**src/rtl/fetch_npc_pkg.sv**
```systemverilog
// Shared constants for the IF stage: next-PC mode codes and the reset PC.
package fetch_npc_pkg;

  // Next-PC modes produced by the ID decoder.
  localparam logic [2:0] NPC_PC4    = 3'd0;
  localparam logic [2:0] NPC_BRANCH = 3'd1;
  localparam logic [2:0] NPC_J      = 3'd2;
  localparam logic [2:0] NPC_JR     = 3'd3;

  // PC after reset; also the instruction-memory base address.
  localparam logic [31:0] PC_RESET_BASE = 32'h0000_3000;

  // Sign-extended branch offset in bytes (word offset shifted left by 2).
  function automatic logic [31:0] branch_offset(input logic [15:0] imm16);
    return {{14{imm16[15]}}, imm16, 2'b00};
  endfunction

endpackage

```
**src/rtl/fetch_npc_calc.sv**
```systemverilog
// Combinational next-PC selector. The ID-stage instruction's PC is if_id_pc,
// so branch and jump targets are formed from it; sequential fetch uses pc.
module npc_calc
  import fetch_npc_pkg::*;
(
  input  logic [31:0] pc,
  input  logic [31:0] if_id_pc,
  input  logic [2:0]  npc_op,
  input  logic        cmp_taken,
  input  logic [15:0] imm16,
  input  logic [25:0] index26,
  input  logic [31:0] rs_fwd,
  output logic [31:0] npc
);

  logic [31:0] pc_plus4;
  logic [31:0] branch_target;
  logic [31:0] jump_target;

  assign pc_plus4      = pc + 32'd4;
  assign branch_target = if_id_pc + 32'd4 + branch_offset(imm16);
  assign jump_target   = {if_id_pc[31:28], index26, 2'b00};

  // Pick the redirect target; unknown modes fall back to sequential fetch.
  always_comb begin
    npc = pc_plus4;
    case (npc_op)
      NPC_PC4:    npc = pc_plus4;
      NPC_BRANCH: npc = cmp_taken ? branch_target : pc_plus4;
      NPC_J:      npc = jump_target;
      NPC_JR:     npc = rs_fwd;
      default:    npc = pc_plus4;
    endcase
  end

endmodule

```
**src/rtl/fetch_npc.sv**
```systemverilog
// IF stage: PC register, next-PC selection and the IF/ID pipeline register.
// Branches and jumps resolve in ID with one delay slot, so nothing is flushed;
// a stall freezes every register, and the redirect applies on the first
// non-stalled edge with whatever operands are present at that edge.
module fetch_npc
  import fetch_npc_pkg::*;
#(
  parameter logic [31:0] PC_RESET = PC_RESET_BASE
) (
  input  logic        clk,
  input  logic        reset,
  input  logic        stall,
  input  logic [2:0]  npc_op,
  input  logic        cmp_taken,
  input  logic [15:0] imm16,
  input  logic [25:0] index26,
  input  logic [31:0] rs_fwd,
  input  logic [31:0] instr_in,
  output logic [31:0] pc,
  output logic [31:0] if_id_instr,
  output logic [31:0] if_id_pc,
  output logic [31:0] if_id_pc8
);

  logic [31:0] npc;

  npc_calc u_npc_calc (
    .pc        (pc),
    .if_id_pc  (if_id_pc),
    .npc_op    (npc_op),
    .cmp_taken (cmp_taken),
    .imm16     (imm16),
    .index26   (index26),
    .rs_fwd    (rs_fwd),
    .npc       (npc)
  );

  // PC and IF/ID update; reset dominates stall and any pending redirect.
  always_ff @(posedge clk) begin
    if (reset) begin
      pc          <= PC_RESET;
      if_id_instr <= 32'd0;
      if_id_pc    <= 32'd0;
      if_id_pc8   <= 32'd0;
    end else if (!stall) begin
      pc          <= npc;
      if_id_instr <= instr_in;
      if_id_pc    <= pc;
      if_id_pc8   <= pc + 32'd8;
    end
  end

endmodule

```
**config.mk**
```make
export PLATFORM = sky130hd
export DESIGN_NAME = fetch_npc
export DESIGN_NICKNAME = d
export VERILOG_FILES = /design/src/rtl/fetch_npc_pkg.sv /design/src/rtl/fetch_npc_calc.sv /design/src/rtl/fetch_npc.sv
export SDC_FILE = /design/constraint.sdc
export NUM_CORES = 1
export LEC_CHECK = 0
export ABC_AREA = 1
export CORE_MARGIN = 2
export CORE_UTILIZATION = 41
export DETAILED_ROUTE_END_ITERATION = 8
export MAX_ROUTING_LAYER = met4
export PLACE_DENSITY = 0.69
export SETUP_SLACK_MARGIN = 0.5
export SYNTH_ARGS = -nofsm -noshare
export SYNTH_HDL_FRONTEND = slang
export SYNTH_SLANG_ARGS = --single-unit
```
**constraint.sdc**
```tcl
create_clock -name clk -period 2.4 [get_ports clk]
set_input_delay 0.48 -clock clk [delete_from_list [all_inputs] [get_ports clk]]
set_output_delay 0.48 -clock clk [all_outputs]
set_load 0.1 [all_outputs]
```
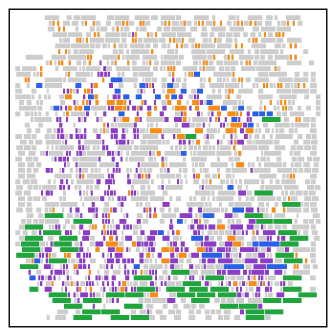
(run_1/gate_families.png)
Key: XOR/XNOR gates = blue [cells 40, most used xor2_1]; NAND gates = purple [cells 425, most used nand2_1]; NOR gates = orange [cells 227, most used nor2_1, where all over the die]; adder and majority cells = green [cells 60, most used ha_4]
fin cells: 2034
combinational share of cell area: 48.0%
most numerous logic cell after layout: nand2_1

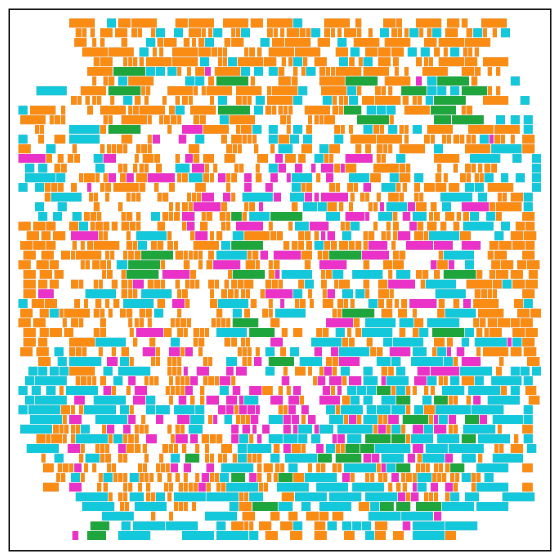
(run_1/drive_strength.png)
Key: drive 1 or less = orange [cells 1129, share 64%, most used nand2_1]; drive 2 = magenta [cells 193, share 11%, most used nand2_2]; drive 6 and up = green [cells 52, share 3.0%, most used clkbuf_16]; drive 3 to 4 = cyan [cells 380, share 22%, most used buf_4]
area delta synth->final: 62.3%
Non-CTS buffers: 361
fin worst setup slack: 0.0788 ns

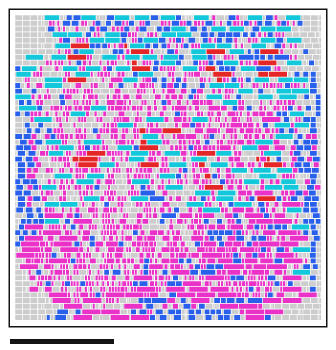
(run_1/cell_classes.png)
The bar under the picture is 50 µm long. Fill, decap, tap and diode cells in grey.
Key: flip-flops = cyan [cells 125]; clock drivers and dummy loads = red [cells 32]; other buffers and delay cells = blue [cells 361]; all other logic = magenta [cells 1236]
fraction of area in registers: 18.2%
Core ar.: 21600 µm²

[run 1: per-layer routing]
metal / global-route usage, % / vias up / wire length [µm]
li1: - / 5214 / -
met1: 40.7 / 4895 / 15600
met2: 49.6 / 502 / 16900
met3: 4.39 / 81 / 2430
met4: 12.4 / 0 / 1430
met5: - / - / 0
[run 1: final cells by class]
class | instances | area (µm²) | share of cell area, %
multi-input cells | 1024 | 6990 | 48.0
clock buffers | 22 | 528 | 3.63
clock inverters | 10 | 73.8 | 0.507
well taps | 280 | 350 | 2.41
repair buffers | 361 | 3150 | 21.6
flip-flops and latches | 125 | 2650 | 18.2
inverters | 212 | 810 | 5.56
==> impl_metrics.json, run 1 <==
{
  "skew_ns": 0.0115,
  "cpMaxStageDelayCell": "dfxtp_4",
  "routedWlPerCell_um": 17.9,
  "netlist_area_um2": 8970,
  "synth-seq-cells": 125,
  "hold_ws_ns": 0.480,
  "finalMaxSlewViolations": 0,
  "drive_gt1_share_pct": 35.6,
  "pwr.group.clock_mw": 2.57,
  "hold_viol": 0,
  "cpMostUsedCell": "inv_2",
  "die_y_um": 152,
  "ff2ff_setup_slack_ns": 0.08,
  "clock_sinks": 125,
  "fp_nets": 1589,
  "ys_sh_simple_pct": 31.4,
  "p_sw_share_pct": 41.1,
  "xor_share_pct": 3.91,
  "initCoreUtil_pct": 41.5,
  "worst_pin_slew_ns": 0.559,
  "antenna_found_initial": 0,
  "drc": 0,
  "cts_resized": 183,
  "synth-compound-area-share_pct": 16.9,
  "critPathRequiredTime_ns": 2.76,
  "overflow": 0,
  "start_kind": "flop",
  "cts_buffers": 17,
  "area_leaders": "dfxtp_1, nand2_1, inv_1",
  "synth-async-reset-ratio_pct": 0,
  "ys_cells": 1416,
  "ys_sh_adder_pct": 8.45,
  "reg2reg_from": "if_id_pc[3]",
  "power_mw": 8.57,
  "antenna_left": 0,
  "yosys_area_um2": 8970,
  "hp-start": "if_id_pc8[19]",
  "dp_cells": 1962,
  "design_area_um2": 14600,
  "reg2regPathDepth": 17,
  "crit-reg2reg-capture": "pc[17]",
  "final_cell_mix": "nand2_1, buf_4, inv_1",
  "pwr-share-comb_pct": 42.1,
  "via_per_inst": 5.26,
  "grt_pass1_wl_mm": 55.9,
  "path_cells": "ha_4, ha_4, inv_2, fa_2, inv_2, nand3_2, nand3_4, buf_6, nand2_4, nand2_4, inv_2, o21bai_4, o21ai_1, a21o_1, nand3_2, nand2_1, inv_1",
  "setup.worst_path.end": "pc[17]",
  "crit_fanout": 3,
  "synth_cells": 1416,
  "placed_area_um2": 12400,
  "nFillCells": 1934,
  "cp-end-kind": "flop",
  "htree_levels": 4,
  "synthFlopType": "dfxtp_1",
  "topCombFamilyByArea": "simple AND/OR/NAND/NOR gates",
  "top_cells_by_count": "nand2_1, inv_1, nor2_1, dfxtp_1, o21ai_0",
  "setup_viol": 0,
  "power_frac_clock_pct": 29.9,
  "final_util_pct": 67.3,
  "power_leader": "combinational cells",
  "num-nets-final": 1914,
  "power.internal_mw": 5.04,
  "ys_types": 41,
  "insertion_delay_ns": 0.42,
  "top_cell": "nand2_1",
  "pwr-share-seq_pct": 28.0,
  "peakVddDrop_uv": 406,
  "hold_path.class": "reg -> reg",
  "critical_path_class": "reg -> reg",
  "status": "completed",
  "timing.critical_path.from": "if_id_pc[3]",
  "ios": 241,
  "holdPathEnd": "if_id_pc8[19]",
  "tritoncts": "yes",
  "power_density_nw_per_um2": 589,
  "die_area_um2": 23100,
  "comb_power_mw": 3.60,
  "critical_path_arrival_ns": 2.68,
  "fin_crit_sh_pct": 96.7,
  "sequentialPower_mw": 2.40,
  "max_freq_mhz": 431,
  "routed_wirelength_mm": 36.4,
  "grt_max_degree": 67,
  "placementRows": 54,
  "edf_count": 0,
  "crit_path_max_incr_delay_ns": 0.36,
  "netlist.area_leader.share_pct": 27.9,
  "port_buffers": 240,
  "syn_area_per_cell_um2": 6.33,
  "yosys_warnings": 0,
  "drv_cap": 0,
  "dr.pass1.iters": 5,
  "die_w_um": 152,
  "yosys.area.top_type": "dfxtp_1",
  "path_delay_family": "adder cells",
  "crit_buf_inv": 5,
  "largestRegisters": "if_id_instr (32), if_id_pc (32), pc (32)",
  "hold_path_depth": 2,
  "post-dp-hpwl_mm": 27.1,
  "clock_path_buffers": 2,
  "cts_setup_buffers": 18,
  "globalplace.congestion": 0.964,
  "tool_warnings": 29,
  "grt_pass1_vias": 10038,
  "place_ws_ns": -0.743,
  "min_period_ns": 2.32,
  "p_leak_nw": 6.82,
  "maxSlewHeadroom_pct": 62.7,
  "rsz0062_at_grt": "true",
  "via_count": 10692,
  "path_clk_slew_ns": 0.06,
  "setup-tns-final_ns": 0,
  "p_switching_mw": 3.53,
  "yosysSeqAreaShare_pct": 27.9
}
==> run 2, diff against run 1 <==
GPL_TIMING_DRIVEN = 0   (was not set)
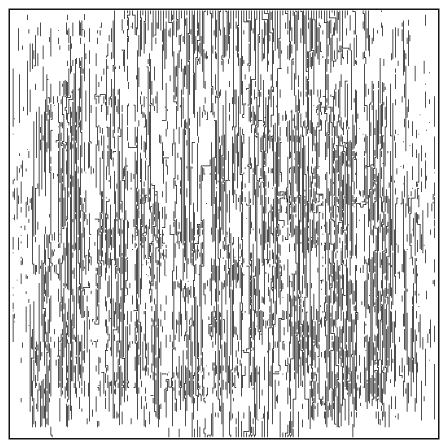
(run_2/met2.png)
The wires run mostly vertical. 1587 nets have wire on it. The layer holds 45% of the routed length. The longest straight run is 73.6 µm.

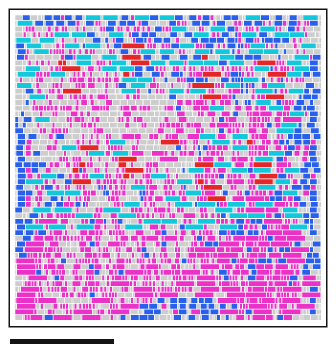
(run_2/cell_classes.png)
The bar under the picture is 50 µm long. Fill, decap, tap and diode cells in grey.
Key: other buffers and delay cells = blue [cells 352]; all other logic = magenta [cells 1236]; clock drivers and dummy loads = red [cells 32]; flip-flops = cyan [cells 125]

==> impl_metrics.json, run 2 <==
{
  "dp_cells": 1934,
  "top_cells_by_count": "nand2_1, inv_1, nor2_1, dfxtp_1, o21ai_0",
  "path_clk_slew_ns": 0.06,
  "yosys_area_um2": 8970,
  "tritoncts": "yes",
  "pwr.group.clock_mw": 2.81,
  "p_switching_mw": 3.64,
  "crit_fanout": 4,
  "sequentialPower_mw": 2.39,
  "clock_path_buffers": 2,
  "final_util_pct": 67.9,
  "ios": 241,
  "post-dp-hpwl_mm": 30.4,
  "fin_crit_sh_pct": 95.7,
  "drc": 0,
  "drv_cap": 0,
  "met1_length_mm": 17.6,
  "power.internal_mw": 5.10,
  "use_met1_pct": 46.4,
  "timing.critical_path.from": "if_id_pc[3]",
  "top_layer_used": "met4",
  "synthFlopType": "dfxtp_1",
  "synth-seq-cells": 125,
  "grt.busiest_layer": "met2",
  "tool_warnings": 29,
  "setup.worst_path.end": "pc[23]",
  "die_area_um2": 23100,
  "cts_setup_buffers": 37,
  "pwr-share-comb_pct": 40.5,
  "grt_pass1_wl_mm": 60.3,
  "routed_wirelength_mm": 40.8,
  "synth-async-reset-ratio_pct": 0,
  "reg2reg_from": "if_id_pc[3]",
  "top_cell": "nand2_1",
  "power_density_nw_per_um2": 595,
  "met3WireLength_mm": 3.22,
  "placementRows": 54,
  "cts_buffers": 17,
  "die_y_um": 152,
  "port_buffers": 238,
  "initCoreUtil_pct": 41.5,
  "antenna_found_initial": 0,
  "overflow": 0,
  "crit_buf_inv": 3,
  "cts_resized": 607,
  "routedWlPerCell_um": 20.2,
  "p_leak_nw": 6.61,
  "via_count": 10946,
  "hold_ws_ns": 0.481,
  "hp-start": "if_id_instr[21]",
  "via_per_inst": 5.41,
  "power_frac_clock_pct": 32.1,
  "fin_cells": 2025,
  "power_mw": 8.74,
  "status": "completed",
  "critPathRequiredTime_ns": 2.73,
  "comb_power_mw": 3.54,
  "place_ws_ns": -1.26,
  "design_area_um2": 14700,
  "core-area_um2": 21600,
  "final_cell_mix": "nand2_1, inv_1, nor2_1",
  "num-nets-final": 1905,
  "holdPathEnd": "if_id_instr[21]",
  "netlist.area_leader.share_pct": 27.9,
  "reg2regPathDepth": 16,
  "skew_ns": 0.00832,
  "largestRegisters": "if_id_instr (32), if_id_pc (32), pc (32)",
  "cpMaxStageDelayCell": "dfxtp_4",
  "grt_pass1_vias": 10286,
  "hold_path.class": "reg -> reg",
  "power_leader": "combinational cells",
  "crit-reg2reg-capture": "pc[23]",
  "yosys_warnings": 0,
  "htree_levels": 4,
  "ff2ff_setup_slack_ns": 0.10,
  "use_met2_pct": 53.2,
  "min_period_ns": 2.30,
  "setup-tns-final_ns": 0,
  "met2WireLength_mm": 18.6,
  "edf_count": 0,
  "mostFrequentLayoutCell": "nand2_1",
  "grt_max_degree": 17
}
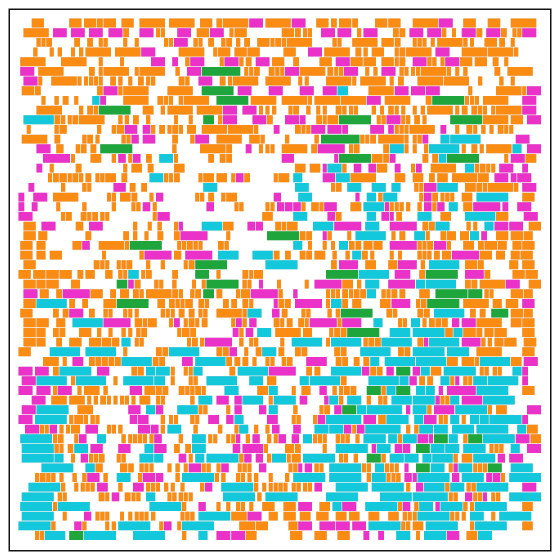
(run_2/drive_strength.png)
Key: drive 3 to 4 = cyan [cells 233, share 13%, most used ha_4]; drive 1 or less = orange [cells 1172, share 67%, most used nand2_1]; drive 2 = magenta [cells 301, share 17%, most used clkdlybuf4s15_2]; drive 6 and up = green [cells 39, share 2.2%, most used clkbuf_16]

## run 2: logic make-up after synthesis
group | Yosys count | share of synthesized area [%]
flip-flops | 125 | 27.9
adder cells (fa/ha/maj) | 60 | 8.45
XOR/XNOR | 40 | 3.91
AND-OR/OR-AND | 270 | 16.9
buffers and inverters | 267 | 11.5
AND/OR/NAND/NOR | 654 | 31.4
## run 2: final cells by class
class	count	area, µm²
clock buffers	20	500
fillers	1870	6940
plain buffers	55	254
clock inverters	12	144
flip-flops and latches	125	2650
inverters	212	806
well taps	280	350
multi-input cells	1024	7100
repair buffers	297	2880
==> run 3, diff against run 2 <==
PLACE_DENSITY = 0.8   (was 0.69)
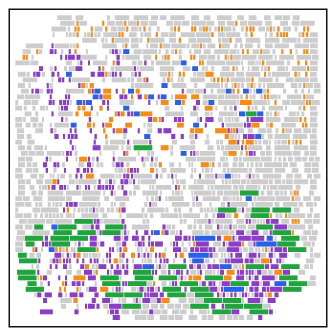
(run_3/gate_families.png)
Key: adder and majority cells = green [cells 60, most used ha_4]; NOR gates = orange [cells 227, most used nor2_1, where all over the die]; XOR/XNOR gates = blue [cells 40, most used xor2_1]; NAND gates = purple [cells 425, most used nand2_1, where all over the die]

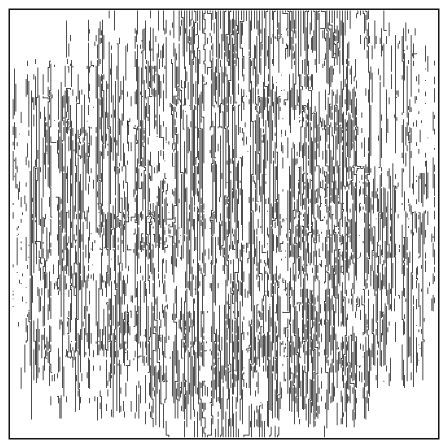
(run_3/met2.png)
The longest straight run is 117 µm. The layer carries 19300 µm of wire.
met2 usage in global routing: 54.3%
via count: 11116
Post-Route WL: 41.1 mm

==> impl_metrics.json, run 3 <==
{
  "xor_share_pct": 3.91,
  "ff2ff_setup_slack_ns": 0.11,
  "synth_cells": 1416,
  "antenna_left": 0,
  "syn_area_per_cell_um2": 6.33,
  "rsz0062_at_grt": "true",
  "via_per_inst": 5.46,
  "top_cell": "nand2_1",
  "comb_power_mw": 3.59,
  "power.internal_mw": 4.74,
  "min_period_ns": 2.29,
  "critPathRequiredTime_ns": 2.73,
  "placementRows": 54,
  "p_switching_mw": 3.66,
  "use_met1_pct": 45.3,
  "status": "completed",
  "synth-async-reset-ratio_pct": 0,
  "synth-compound-area-share_pct": 16.9,
  "timing.critical_path.from": "if_id_pc[10]",
  "die_area_um2": 23100,
  "topCombFamilyByArea": "simple AND/OR/NAND/NOR gates",
  "syn2layout_area_growth_pct": 63.5,
  "drv_cap": 0,
  "yosysSeqAreaShare_pct": 27.9,
  "dr.pass1.iters": 5,
  "synth-seq-cells": 125,
  "power_mw": 8.40,
  "pwr-share-seq_pct": 28.4,
  "start_kind": "flop",
  "hold_path_depth": 2,
  "finalMaxSlewViolations": 0,
  "setup.worst_path.end": "pc[23]",
  "routedWlPerCell_um": 20.2,
  "reg2reg_from": "if_id_pc[10]",
  "port_buffers": 238,
  "peakVddDrop_uv": 416,
  "fp_nets": 1589,
  "worst_pin_slew_ns": 0.867,
  "grt_pass1_vias": 10349,
  "yosys.area.top_type": "dfxtp_1",
  "cp-end-kind": "flop",
  "post-dp-hpwl_mm": 30.3,
  "fin_crit_sh_pct": 95.3,
  "mostFrequentLayoutCell": "nand2_1",
  "placed_area_um2": 12300,
  "area_leaders": "dfxtp_1, nand2_1, inv_1",
  "final_cell_mix": "nand2_1, inv_1, nor2_1",
  "critical_path_class": "reg -> reg",
  "drive_gt1_share_pct": 34.7,
  "clock_path_buffers": 2,
  "place_ws_ns": -1.39,
  "ys_cells": 1416,
  "crit-reg2reg-capture": "pc[23]",
  "top_cells_by_count": "nand2_1, inv_1, nor2_1, dfxtp_1, o21ai_0",
  "grt_max_degree": 17,
  "grt_pass1_wl_mm": 59.8,
  "setup_viol": 0,
  "final_util_pct": 67.8,
  "fin_cells": 2036,
  "die_y_um": 152,
  "ys_types": 41,
  "initCoreUtil_pct": 41.5,
  "largestRegisters": "if_id_instr (32), if_id_pc (32), pc (32)"
}
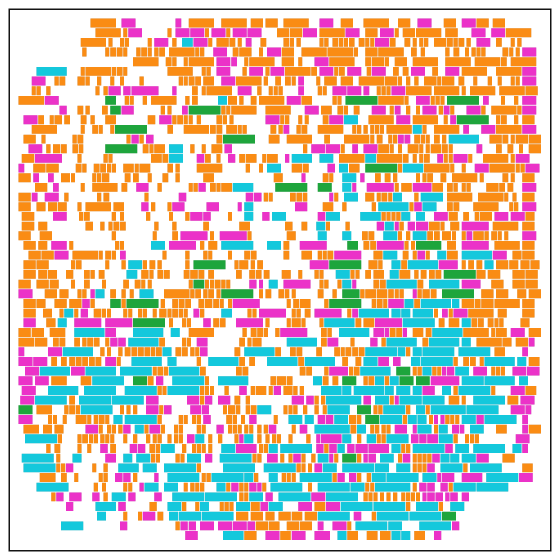
(run_3/drive_strength.png)
Key: drive 6 and up = green [cells 35, share 2.0%, most used clkbuf_16]; drive 2 = magenta [cells 331, share 19%, most used clkdlybuf4s15_2]; drive 1 or less = orange [cells 1147, share 65%, most used nand2_1]; drive 3 to 4 = cyan [cells 243, share 14%, most used buf_4]

## run 3: cell counts after synthesis
No cell type changed its count.
## run 3: area by class of cell
class | count | area (µm²)
clock buffers | 18 | 439
clock inverters | 14 | 108
repair buffers | 308 | 2950
fillers | 1843 | 6950
multi-input cells | 1024 | 7110
flip-flops and latches | 125 | 2650
well taps | 280 | 350
inverters | 212 | 801
plain buffers | 55 | 255
## run 3: per-layer routing
metal  part of all wire [%]  up-vias
met5                      0        -
met4                    3.3        0
met3                    8.1       99
met2                     47      560
met1                     42     5225
li1                       -     5232
## run 3: tightest hold or removal path: stages, from the launching register on
cell and delay, ns:
dfxtp_1 0.32, nor2_1 0.05, nor2_1 0.08
## run 3: what timing repair did
item                                    4_1_cts  5_1_grt
setup buffers                                18       52
gates resized                               603      154
endpoints found under the setup margin      169       80
pin swaps                                    85       86
No activity file was given, so power comes from the tool's default toggle rates.
